`src/rtl/panel_pkg.sv`:
```
// Shared definitions for the front-panel entry blocks: action codes,
// board-clock repeat timing defaults and a decimal weight helper.
package panel_pkg;

  typedef enum logic [2:0] {
    ACT_NONE,
    ACT_RIGHT,
    ACT_LEFT,
    ACT_UP,
    ACT_DOWN
  } action_e;

  // 1 s initial hold and 200 ms repeat rate at the 50 MHz board clock
  localparam int unsigned DEF_REPEAT_DELAY  = 50_000_000;
  localparam int unsigned DEF_REPEAT_PERIOD = 10_000_000;

  function automatic logic [63:0] pow10(input int unsigned k);
    logic [63:0] r;
    r = 64'd1;
    for (int unsigned i = 0; i < k; i++) r = r * 64'd10;
    return r;
  endfunction

endpackage

```
`src/rtl/key_conditioner.sv`:
```
// One push-button: two-FF synchroniser, registered rising-edge pulse and
// optional hold-to-auto-repeat.
module key_conditioner
  import panel_pkg::*;
#(
  parameter int unsigned REPEAT_DELAY  = DEF_REPEAT_DELAY,
  parameter int unsigned REPEAT_PERIOD = DEF_REPEAT_PERIOD
) (
  input  logic clk,
  input  logic rst_n,
  input  logic key_i,
  output logic pulse_o
);

  logic        sync1_q, sync2_q, prev_q, pulse_q, pulse_d, rep_hit;
  logic [31:0] cnt_q, cnt_d, per_q, per_d;

  // cnt_q holds the number of cycles the synchronised key has been high,
  // saturating at REPEAT_DELAY; per_q then phases the repeat period.
  always_comb begin
    cnt_d   = '0;
    per_d   = '0;
    rep_hit = 1'b0;
    if (sync2_q) begin
      cnt_d = (cnt_q == REPEAT_DELAY) ? cnt_q : cnt_q + 32'd1;
      if (cnt_q == REPEAT_DELAY) begin
        rep_hit = (REPEAT_DELAY != 0) && (per_q == '0);
        per_d   = (per_q == REPEAT_PERIOD - 1) ? '0 : per_q + 32'd1;
      end
    end
    pulse_d = (sync2_q & ~prev_q) | rep_hit;
  end

  always_ff @(posedge clk or negedge rst_n) begin
    if (!rst_n) begin
      sync1_q <= 1'b0;
      sync2_q <= 1'b0;
      prev_q  <= 1'b0;
      pulse_q <= 1'b0;
      cnt_q   <= '0;
      per_q   <= '0;
    end else begin
      sync1_q <= key_i;
      sync2_q <= sync1_q;
      prev_q  <= sync2_q;
      pulse_q <= pulse_d;
      cnt_q   <= cnt_d;
      per_q   <= per_d;
    end
  end

  assign pulse_o = pulse_q;

endmodule

```
`src/rtl/digit_field_editor.sv`:
```
// Front-panel numeric editor: one-hot digit cursor over NUM_FIELDS decimal
// fields, up/down steps by the selected digit's weight.
module digit_field_editor
  import panel_pkg::*;
#(
  parameter int unsigned NUM_FIELDS       = 2,
  parameter int unsigned DIGITS_PER_FIELD = 2,
  parameter int unsigned VAL_W            = 32,
  parameter int unsigned MAX_VAL          = 99,
  parameter bit          VAL_WRAP         = 1'b0,
  parameter bit          CURSOR_WRAP      = 1'b0,
  parameter int unsigned REPEAT_DELAY     = DEF_REPEAT_DELAY,
  parameter int unsigned REPEAT_PERIOD    = DEF_REPEAT_PERIOD
) (
  input  logic                                   clk,
  input  logic                                   rst_n,
  input  logic                                   up,
  input  logic                                   down,
  input  logic                                   left,
  input  logic                                   right,
  input  logic                                   lock,
  output logic [NUM_FIELDS*VAL_W-1:0]            values,
  output logic [NUM_FIELDS*DIGITS_PER_FIELD-1:0] dotpos_n,
  output logic                                   edit_stb
);

  localparam int unsigned NC = NUM_FIELDS * DIGITS_PER_FIELD;
  localparam int unsigned FW = (NUM_FIELDS > 1) ? $clog2(NUM_FIELDS) : 1;
  typedef logic [VAL_W:0] wide_t;
  localparam wide_t MAXW = wide_t'(MAX_VAL);
  localparam wide_t MODW = wide_t'(MAX_VAL) + wide_t'(1);

  if (64'(MAX_VAL) >= pow10(DIGITS_PER_FIELD)) begin : g_chk_digits
    $fatal(1, "MAX_VAL does not fit in DIGITS_PER_FIELD decimal digits");
  end
  if (VAL_W < 64 && 64'(MAX_VAL) >= (64'd1 << VAL_W)) begin : g_chk_width
    $fatal(1, "MAX_VAL does not fit in VAL_W bits");
  end

  logic [3:0] pulse;  // 0 up, 1 down, 2 left, 3 right

  key_conditioner #(.REPEAT_DELAY(REPEAT_DELAY), .REPEAT_PERIOD(REPEAT_PERIOD))
    u_key_up    (.clk(clk), .rst_n(rst_n), .key_i(up),    .pulse_o(pulse[0]));
  key_conditioner #(.REPEAT_DELAY(REPEAT_DELAY), .REPEAT_PERIOD(REPEAT_PERIOD))
    u_key_down  (.clk(clk), .rst_n(rst_n), .key_i(down),  .pulse_o(pulse[1]));
  key_conditioner #(.REPEAT_DELAY(REPEAT_DELAY), .REPEAT_PERIOD(REPEAT_PERIOD))
    u_key_left  (.clk(clk), .rst_n(rst_n), .key_i(left),  .pulse_o(pulse[2]));
  key_conditioner #(.REPEAT_DELAY(REPEAT_DELAY), .REPEAT_PERIOD(REPEAT_PERIOD))
    u_key_right (.clk(clk), .rst_n(rst_n), .key_i(right), .pulse_o(pulse[3]));

  logic [VAL_W-1:0] vals_q [NUM_FIELDS];
  logic [VAL_W-1:0] vals_d [NUM_FIELDS];
  logic [NC-1:0]    cursor_q, cursor_d;
  logic             stb_q, stb_d;
  action_e          act;
  logic [FW-1:0]    fsel;
  wide_t            stepw, stepm, cur, nxt;

  always_comb begin
    act = ACT_NONE;
    if      (pulse[3]) act = ACT_RIGHT;
    else if (pulse[2]) act = ACT_LEFT;
    else if (pulse[0]) act = ACT_UP;
    else if (pulse[1]) act = ACT_DOWN;
  end

  // Wrap mode uses the weight reduced modulo MAX_VAL+1 so a single
  // conditional correction gives the true modulo result.
  always_comb begin
    fsel  = '0;
    stepw = '0;
    stepm = '0;
    for (int unsigned i = 0; i < NC; i++) begin
      if (cursor_q[i]) begin
        fsel  = FW'(i / DIGITS_PER_FIELD);
        stepw = wide_t'(pow10(i % DIGITS_PER_FIELD));
        stepm = wide_t'(pow10(i % DIGITS_PER_FIELD) % (64'(MAX_VAL) + 64'd1));
      end
    end
    cur = {1'b0, vals_q[fsel]};
    nxt = cur;
    if (act == ACT_UP) begin
      if (VAL_WRAP) begin
        nxt = cur + stepm;
        if (nxt > MAXW) nxt = nxt - MODW;
      end else if (cur + stepw <= MAXW) begin
        nxt = cur + stepw;
      end
    end else if (act == ACT_DOWN) begin
      if (VAL_WRAP) nxt = (cur < stepm) ? cur + MODW - stepm : cur - stepm;
      else if (cur >= stepw) nxt = cur - stepw;
    end
  end

  always_comb begin
    vals_d   = vals_q;
    cursor_d = cursor_q;
    stb_d    = 1'b0;
    case (act)
      ACT_RIGHT: begin
        if (!cursor_q[0])    cursor_d = cursor_q >> 1;
        else if (CURSOR_WRAP) cursor_d = {1'b1, {(NC-1){1'b0}}};
      end
      ACT_LEFT: begin
        if (!cursor_q[NC-1]) cursor_d = cursor_q << 1;
        else if (CURSOR_WRAP) cursor_d = {{(NC-1){1'b0}}, 1'b1};
      end
      ACT_UP, ACT_DOWN: begin
        if (!lock && nxt != cur) begin
          vals_d[fsel] = nxt[VAL_W-1:0];
          stb_d        = 1'b1;
        end
      end
      default: ;
    endcase
  end

  always_ff @(posedge clk or negedge rst_n) begin
    if (!rst_n) begin
      vals_q   <= '{default: '0};
      cursor_q <= {1'b1, {(NC-1){1'b0}}};
      stb_q    <= 1'b0;
    end else begin
      vals_q   <= vals_d;
      cursor_q <= cursor_d;
      stb_q    <= stb_d;
    end
  end

  for (genvar f = 0; f < NUM_FIELDS; f++) begin : g_out
    assign values[f*VAL_W +: VAL_W] = vals_q[f];
  end
  assign dotpos_n = ~cursor_q;
  assign edit_stb = stb_q;

endmodule

```
`config.mk`:
```
export PLATFORM = sky130hd
export DESIGN_NAME = digit_field_editor
export DESIGN_NICKNAME = d
export VERILOG_FILES = /design/src/rtl/panel_pkg.sv /design/src/rtl/key_conditioner.sv /design/src/rtl/digit_field_editor.sv
export SDC_FILE = /design/constraint.sdc
export NUM_CORES = 1
export LEC_CHECK = 0
export ABC_CLOCK_PERIOD_IN_PS = 5500
export CORE_UTILIZATION = 35
export DETAILED_ROUTE_END_ITERATION = 10
export PLACE_DENSITY = 0.59
export SYNTH_ARGS = -nofsm -noshare
export SYNTH_HDL_FRONTEND = slang
export SYNTH_SLANG_ARGS = --single-unit
```
`constraint.sdc`:
```
create_clock -name clk -period 5.5 [get_ports clk]
set_clock_uncertainty 0.15 [all_clocks]
set_input_delay 1.65 -clock clk [delete_from_list [all_inputs] [get_ports clk]]
set_output_delay 1.65 -clock clk [all_outputs]
set_load 0.02 [all_outputs]
```
Figure 1. Where the registers sit (run 1).
Scale bar: 50 µm. Other sequential cells in the stronger grey, the rest of the logic in the fainter grey.
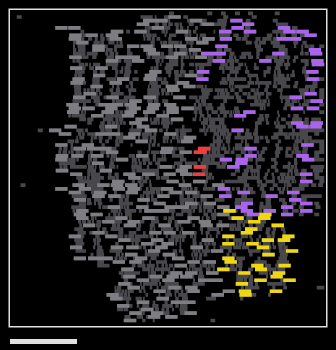
legend:
  yellow:
    signal: `u_key_left.cnt_q`
    flops: 32
    where: bottom right
  red:
    signal: `cursor_q`
    flops: 4
    where: middle
  purple:
    signal: `values`
    flops: 64
P_seq: 2.54 mW
sequential cell area: 8530 µm²
final core occ: 40.9%
Seq/total area: 38.9%

Figure 2. Congestion heat map (run 1).
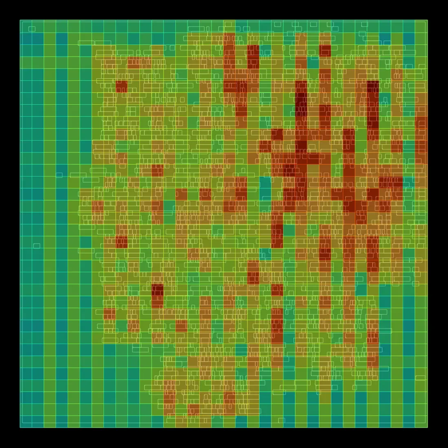
met2 usage in global routing: 27.4%
DR WL/cell: 16.4 µm
busiest grt layer: met2
grt met3 use: 2.78%

Figure 3. Signal wires on met3 (run 1).
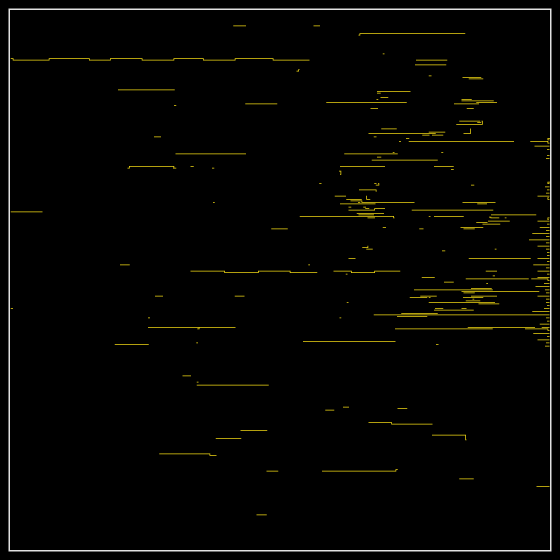
nets with wire on the layer: 144
share of all routed wire: 4.2%
total wire length: 45900 µm
vias: 14900

Figure 4. Gate families picked out (run 1).
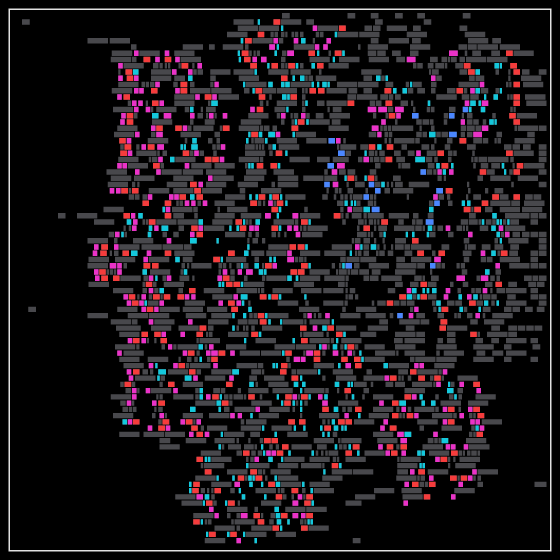
legend:
  magenta:
    family: and/or cells
    cells: 267
    where: widely spread
  cyan:
    family: nor cells
    cells: 307
  blue:
    family: non-inverting ao/oa cells
    cells: 19
  red:
    family: xor and xnor cells
    cells: 264
Layout Cells excl Fill: 2796
most frequent logic cell in the layout: dfrtp_1

run 1: report_power, final:
part | switching (mW) | leakage [nW] | total (mW) | internal (mW)
Clock | 1.01 | 0.597 | 2.52 | 1.50
Combinational | 0.0810 | 3.76 | 0.112 | 0.0311
Sequential | 0.0154 | 4.70 | 2.54 | 2.52
Total | 1.11 | 9.06 | 5.17 | 4.06
run 1: routing by layer:
metal,vias up,track usage [%],share of wire [%]
li1,7166,-,-
met1,7358,22.5,46
met2,311,27.4,47
met3,81,2.78,4.2
met4,0,6.44,2.6
met5,-,0,0
run 1: state kept, by name, indices dropped and copies added, names as in the netlist, 32 cells and up:
register	cells
u_key_up.cnt_q	32
u_key_up.per_q	32
u_key_down.cnt_q	32
u_key_left.cnt_q	32
values	64
u_key_right.cnt_q	32
u_key_down.per_q	32
u_key_left.per_q	32
u_key_right.per_q	32
run 1: critical path: stages, from the launching register on:
cell and delay, ns:
dfstp_2 0.59, or2_2 0.21, nand2_1 0.07, nand2_1 0.14, ha_1 0.23, inv_1 0.07, fa_1 0.47, nor2b_1 0.23
a221oi_4 0.32, nand4_2 0.23, or3_1 0.42, a22oi_1 0.24, nand3_2 0.19, or4_1 0.54, o22a_1 0.25, a21oi_4 0.19
buf_12 0.21, mux2_1 0.35
run 1: layout by cell type, fill, tap and decap left out, types with 40 or more instances in the layout:
cell	count
and3_1	66
nand3_1	118
nand2_1	182
nand4_1	53
dfrtp_1	340
clkdlybuf4s50_1	74
xnor2_1	158
nor2_1	192
a21oi_1	40
and2_1	118
o21ai_0	47
xor2_1	106
nor4_1	40
inv_1	46
run 1: what timing repair did:
item	CTS	global route
hold buffers	0	0
setup buffers	0	0
gates resized	0	9
setup endpoints to repair	0	50
run 1: worst paths after layout:
check                                           start                               end  slack [ns]
max reg2reg                   cursor_q[3]$_DFFE_PN1P_            values[59]$_DFFE_PN0P_        0.24
max                           cursor_q[3]$_DFFE_PN1P_            values[59]$_DFFE_PN0P_        0.24
max in group asynchronous                       rst_n   u_key_down.cnt_q[5]$_DFFE_PN0P_        3.07
min                        u_key_up.sync1_q$_DFF_PN0_        u_key_up.sync2_q$_DFF_PN0_        0.20
min in group asynchronous                       rst_n  u_key_left.cnt_q[15]$_DFFE_PN0P_        1.01
min reg2reg                u_key_up.sync1_q$_DFF_PN0_        u_key_up.sync2_q$_DFF_PN0_        0.20
run 1: cells by family after synthesis:
| kind of cell | after synthesis |
|---|---|
| adders and majority gates | 24 |
| DFF | 341 |
| xor gates and xnor gates | 264 |
| and+or+nand+nor | 950 |
| AOI/OAI and AO/OA | 215 |
| buffers and inverters | 102 |
| muxes | 83 |
run 1: layout make-up:
class                   count  area share, %
clock buffers              59           5.15
clock inverters             6          0.382
inverters                  46          0.786
multi-input cells        1536           45.9
flip-flops and latches    341           38.9
well taps                 696           3.97
repair buffers            112           4.93
==> Slide: Implementation Results, run 1 <==
Flow Results at a Glance

Run status
  • Status: finished, final reports clean

Setup path
  • Crit Path Class: reg2reg
  • CP Capture Type: flip-flop
  • Crit Path Max Fanout: 25
  • Critical path arrival: 5.53 ns
  • Critical Path RT: 5.77 ns

Floorplan
  • Core area: 53700 µm²
  • Die height: 235 µm
  • Fp util: 35.4%
  • Die Wd: 235 µm
  • Chip area: 55200 µm²
  • IO Count: 76

Clock tree
  • CTS max path bufs: 3
  • Clock transition at path regs: 0.06 ns
  • Clock Tree Root: clkbuf_16

Placed design
  • Place WS: 0.0824 ns
  • IO Port Bufs: 75

Finish
  • # diodes: 0
  • Final nets: 2107
  • Area Overhead vs Synth: 15.5%

Min path
  • Worst Hold Depth: 0

Global routing
  • GR Util All Layers: 16.9%
  • Largest net degree at the start of global routing: 119
  • Number of global-route vias before repair: 15000

Synthesis
  • Yosys xor share: 12.2%
  • Syn_area_per_cell: 9.60 µm²
  • Mux share: 4.72%
  • Cell taking the most area after synthesis: dfrtp_1
  • Post-synth EDFFs: 0
  • Most numerous cell in the Yosys netlist: dfrtp_1
  • Max-area cell share: 44.8%
  • Synth Instances: 1979
  • Synth area leaders: dfrtp_1, xnor2_1, xor2_1

Final timing
  • Tmin final: 5.26 ns
  • Least-Margin Pin Slew: 1.05 ns
  • Setup tns final: 0 ns
  • FMAX: 190 MHz

Pwr
  • VDD IR max: 0.144 mV

Run
  • OpenROAD warnings: 38

Route
  • Initial detailed-routing violation count: 981
==> inputs of run 2 (changes only) <==
--- a/config.mk
+++ b/config.mk
@@ -5,10 +5,12 @@
 export SDC_FILE = /design/constraint.sdc
 export NUM_CORES = 1
 export LEC_CHECK = 0
-export ABC_CLOCK_PERIOD_IN_PS = 5500
+export ABC_CLOCK_PERIOD_IN_PS = 6400
+export CAP_MARGIN = 25
 export CORE_UTILIZATION = 35
 export DETAILED_ROUTE_END_ITERATION = 10
-export PLACE_DENSITY = 0.59
+export HOLD_SLACK_MARGIN = 0.03
+export PLACE_DENSITY = 0.57
 export SYNTH_ARGS = -nofsm -noshare
 export SYNTH_HDL_FRONTEND = slang
 export SYNTH_SLANG_ARGS = --single-unit
==> constraint.sdc (replaced) <==
create_clock -name clk -period 6.4 [get_ports clk]
set_clock_uncertainty 0.15 [all_clocks]
set_input_delay 1.92 -clock clk [delete_from_list [all_inputs] [get_ports clk]]
set_output_delay 1.92 -clock clk [all_outputs]
set_load 0.02 [all_outputs]
Figure 5. Metal 2 (run 2).
Scale bar: 50 µm.
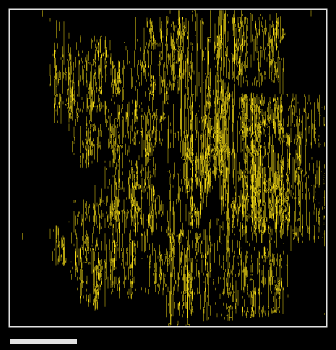
wire length on this layer: 20.9 mm
longest straight run: 83.6 µm
share of all routed wire: 46%
main direction: vertical
vias: 14700
total wire length: 45800 µm
met2 usage in global routing: 26.7%

Figure 6. Congestion heat map (run 2).
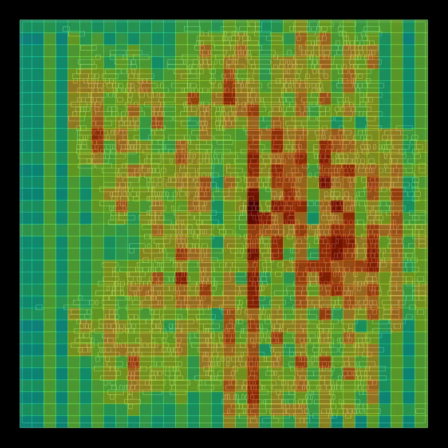
M1 GR Usage: 22.7%
GR Util All Layers: 16.8%
DR WL/cell: 16.4 µm

==> Slide: Implementation Results, run 2 <==
Flow Results at a Glance

Run status
  • Status: finished, final reports clean

Synthesis
  • Cell taking the most area after synthesis: dfrtp_1
  • Max-area cell share: 44.8%
  • Synth area leaders: dfrtp_1, xnor2_1, xor2_1
  • Synth Instances: 1979
  • Syn_area_per_cell: 9.60 µm²
  • Post-synth EDFFs: 0

Finish
  • Final core occ: 41.0%
  • Area Overhead vs Synth: 15.9%
  • Final nets: 2096
  • Layout Cells excl Fill: 2790
  • Most frequent logic cell in the layout: dfrtp_1
  • Sequential cell area: 8540 µm²

Pwr
  • VDD IR max: 0.171 mV
  • Power share of the combinational group: 1.9%
  • Clock share of power: 52.0%
  • Sw Share: 21.0%

Placed design
  • Place WS: 0.518 ns

Final timing
  • Least-Margin Pin Slew: 1.02 ns
  • Setup tns final: 0 ns
  • Tmin final: 5.98 ns
  • FMAX: 167 MHz

Setup path
  • Critical path arrival: 6.25 ns
  • Critical-path cell list: or2_2 -> buf_4 -> nand2_1 -> nand2_1 -> ha_1 -> inv_1 -> fa_1 -> nor2b_1 -> a221oi_2 -> nand4_2 -> or3_1 -> a22oi_1 -> nand3_1 -> or4_1 -> o22a_1 -> a21oi_4 -> buf_4 -> mux2_1
  • Slowest cell delay on critical path: 0.59 ns

Route
  • Initial detailed-routing violation count: 1152

Clock tree
  • Buffer count from post-CTS setup fixing: 0
  • Clock transition at path regs: 0.06 ns

Global routing
  • Largest net degree at the start of global routing: 153
  • Number of global-route vias before repair: 14800

Floorplan
  • Core area: 53700 µm²
  • Chip area: 55200 µm²
  • Die Wd: 235 µm
  • Fp util: 35.4%
  • IO Count: 76
run 2: cell counts after synthesis:
No cell type changed its count.
run 2: path summary, 6_finish.rpt:
kind,slack (ns),from,endpoint,depth (start not counted)
max,0.42,cursor_q[3]$_DFFE_PN1P_,values[24]$_DFFE_PN0P_,18
min,0.20,u_key_left.sync1_q$_DFF_PN0_,u_key_left.sync2_q$_DFF_PN0_,0
max reg2reg,0.42,cursor_q[3]$_DFFE_PN1P_,values[24]$_DFFE_PN0P_,18
min reg2reg,0.20,u_key_left.sync1_q$_DFF_PN0_,u_key_left.sync2_q$_DFF_PN0_,0
max in group asynchronous,3.68,rst_n,u_key_down.per_q[0]$_DFF_PN0_,2
min in group asynchronous,1.15,rst_n,u_key_left.cnt_q[15]$_DFFE_PN0P_,1
run 2: logic make-up (layout without fill, tap and decap cells):
logic type | after synthesis | count (layout) | synth area share [%]
buffers and inverters | 102 | 217 | 2.36
XOR/XNOR | 264 | 264 | 12.2
flip-flops | 341 | 341 | 44.9
AND-OR/OR-AND | 215 | 215 | 7.65
AND/OR/NAND/NOR | 950 | 950 | 26.5
multiplexers | 83 | 83 | 4.72
adder cells (fa/ha/maj) | 24 | 24 | 1.66
run 2: power groups by stage:
stage                     registers [mW]  logic [mW]  clock network [mW]
after CTS                           2.18      0.0975                2.55
after global routing                2.18       0.109                2.64
after detailed placement            2.22      0.0972                   0
final                               2.18      0.0922                2.46
after global placement              2.22      0.0952                   0
after floorplan                     2.22      0.0351                   0
run 2: cell type report:
type	count	area share, %
clock inverter	18	1.35
inverter	46	0.784
tap	696	3.95
sequential	341	38.8
clock buffer	52	5.07
multi-input combinational	1536	45.7
timing repair buffer	101	4.43
run 2: critical path, delay by kind of cell, from the launching register on:
family	cells	cell delay [ns]
muxes	1	0.38
and+or+nand+nor	8	2.09
adders and majority gates	2	0.68
DFF	1	0.59
buffers and inverters	3	0.76
AOI/OAI and AO/OA	4	1.19
run 2: layer usage:
| metal | vias up | routed length, µm | share of wire, % | global-route usage [%] |
|---|---|---|---|---|
| li1 | 7147 | - | - | - |
| met3 | 77 | 2290 | 5.0 | 3.47 |
| met4 | 0 | 1160 | 2.5 | 5.44 |
| met1 | 7200 | 21500 | 47 | 22.7 |
| met5 | - | 0 | 0 | 0 |
| met2 | 321 | 20900 | 46 | 26.7 |
Power is estimated from default activity; no workload was simulated.
